==> config.mk <==
export PLATFORM = sky130hd
export DESIGN_NAME = pipe_hazard_unit_flat
export DESIGN_NICKNAME = d
export VERILOG_FILES = /design/src/rtl/pipe_hazard_unit_if.sv /design/src/rtl/pipe_hazard_unit.sv /design/src/flat_wrapper.sv
export SDC_FILE = /design/constraint.sdc
export NUM_CORES = 1
export LEC_CHECK = 0
export CORE_MARGIN = 2
export CORE_UTILIZATION = 45
export DETAILED_ROUTE_END_ITERATION = 6
export PLACE_DENSITY = 0.76
export SYNTH_ARGS = -nofsm -noshare
export SYNTH_HDL_FRONTEND = slang
export SYNTH_SLANG_ARGS = --single-unit
==> constraint.sdc <==
create_clock -name clk -period 3 [get_ports clk]
set_clock_uncertainty 0.1 [all_clocks]
set_input_delay 0.45 -clock clk [delete_from_list [all_inputs] [get_ports clk]]
set_output_delay 0.45 -clock clk [all_outputs]
set_load 0.03 [all_outputs]
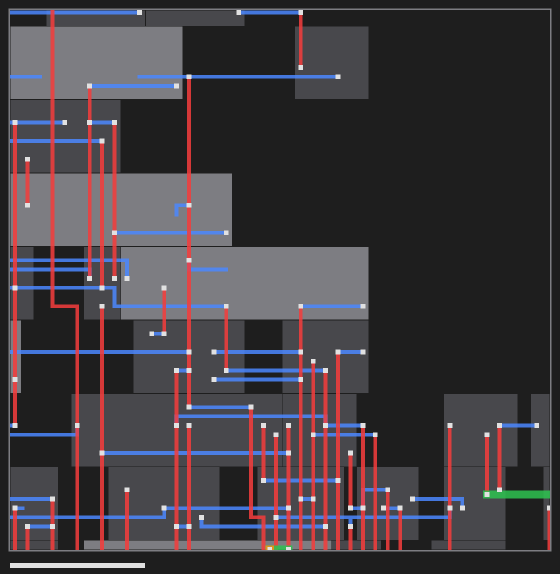
**Above:** zoomed window.
Scale bar: 5 µm. Window x 35 to 55, y 35 to 55 µm. Cells in gray, sequential cells in the stronger gray; small squares are vias.
- orange: met4
- blue: met1
- red: met2
- green: met3
- most frequent: nand2b_1 (3), mux2_2 (3), dfrtp_1 (3)
- cells with their middle in the window: 16
- sequential cells in the window: 3

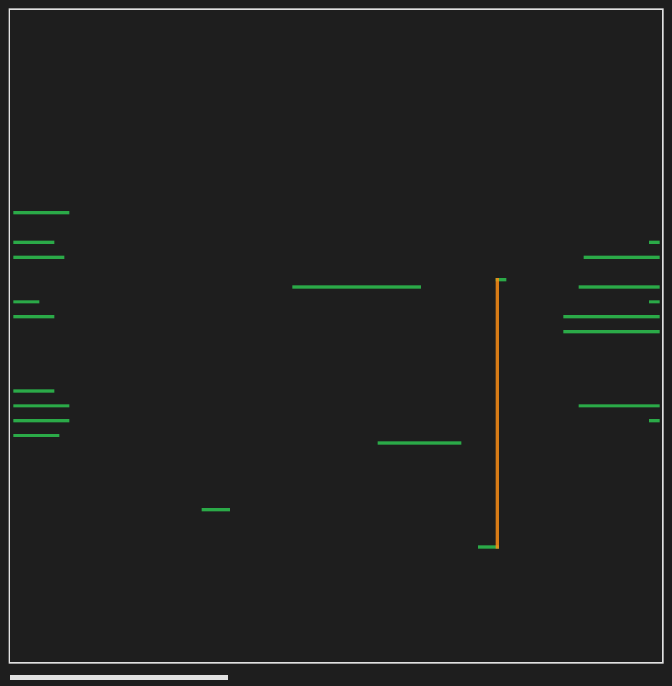
**Above:** signal wires by layer.
Scale bar: 20 µm. Only two layers are drawn.
- orange: met4 (wire length 24.5 µm)
- green: met3 (wire length 98.7 µm)
drt total wl: 3.114 mm
routed len/inst: 15.97 µm
vias post-DR: 1108

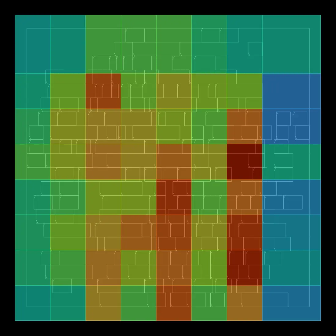
**Above:** routing congestion.
met3 Usage GRT: 0.01732
GRT Overall Usage: 0.2006
grt met1 use: 0.2629

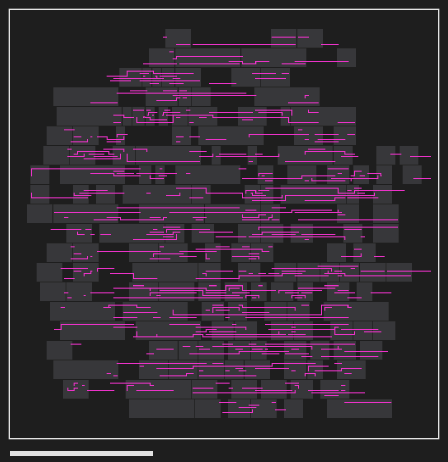
**Above:** the metal 1 layer.
Scale bar: 20 µm.
- nets with wire on the layer: 161
- main direction: horizontal

==> changes_impl.md <==
### Physical design

* Status: completed
* Top cells by area: dfrtp_1 (43%), xnor2_1 (15%), mux2_2 (11%)
* Critical path depth at 7
* Clock-cell share of area at 0.01971
* Signal buffers at roughly 40
* Final min period at 2.842 ns
* Worst Setup Path Type: in -> out
* Worst path bufs/invs at 2
* NetSw at 0.0001908 W
* Hold/Removal Path Class: in -> async
* Detailed Place HPWL at between 2 and 3 mm
* Comb power at approximately 0.00016 W
* TritonCTS Buffers at 3
* Clock Sinks at 24
* Comb. cell area at 787.0 µm²
* Synth warn at 0
* Fraction of area in multi-input gates at 0.4276
* IO Pins at 31
* Seq cells post-synth at 24
* Worst path max stage delay at 0.56 ns
* Layout area overhead at 31.81%
* Max power group: sequential cells
* Initial antenna violation count at 0
* Leak at 0.7651 nW
* Setup-failing EPs final at 0
* Largest cell class by area: multi-input combinational cells
* Cell area after layout at about 0.0018 mm²
* Layout clock buffers at 4
* GP Congestion at a little over 0.9
* FFs & Latches at 24
* Routed Antenna Nets at 0
* Ant. Diodes at 0
* Placed inst area at roughly 0.0018 mm²
* Top cell family by delay on the critical path: simple AND/OR/NAND/NOR gates
* Setup Fix Bufs, Post-CTS at 0
* Flop pwr share at 0.526
* Vias in the first global route at around 1200
* H-tree levels at 1
* Full die area at around 0.0036 mm²
* Synth cell types at 22
* Met1 wire length at approximately 1.4 mm
* Main logic family after synthesis: XOR/XNOR gates
* Fin util at 0.6129
* Number of non-clock inverters in the layout at 4
* Worst Hold Slack at about 0.38 ns
* Clk slew on worst S/H paths at about 0.14 ns
* RSZ-0062 raised after global routing: false
* TritonRoute pass-1 iters at 4
* Max Cap Viol at 0
* Crit path DRT at between 2 and 2.5 ns
* Layout Cells excl Fill at 195
* XOR-XNOR Cells, Area Fraction at 0.1882
* Uppermost layer routed: met4
* CP max stage cell: or4_1
* GR peak layer: met2
* Post-synth seq share at 0.4301
* FILL cells at roughly 270
* Largest net degree at the start of global routing at 25
* Crit path setup slack, layout at roughly 0.16 ns
* Clk pwr share at 0.248
* Worst reg-to-reg setup slack at 0.98 ns
* Top_reg_cell synth: dfrtp_1
* EDFF count, synth at 0
* # Cells Yosys at approximately 120
* Port buffer count at 30
* Total gr overflow at 0
* Clock network power at between 0.00015 and 0.0002 W
* Sequential cell area share at 0.3263
* Drt first-iter violations at 30
Power figures rest on the tool's default switching activity, not on a simulated workload.
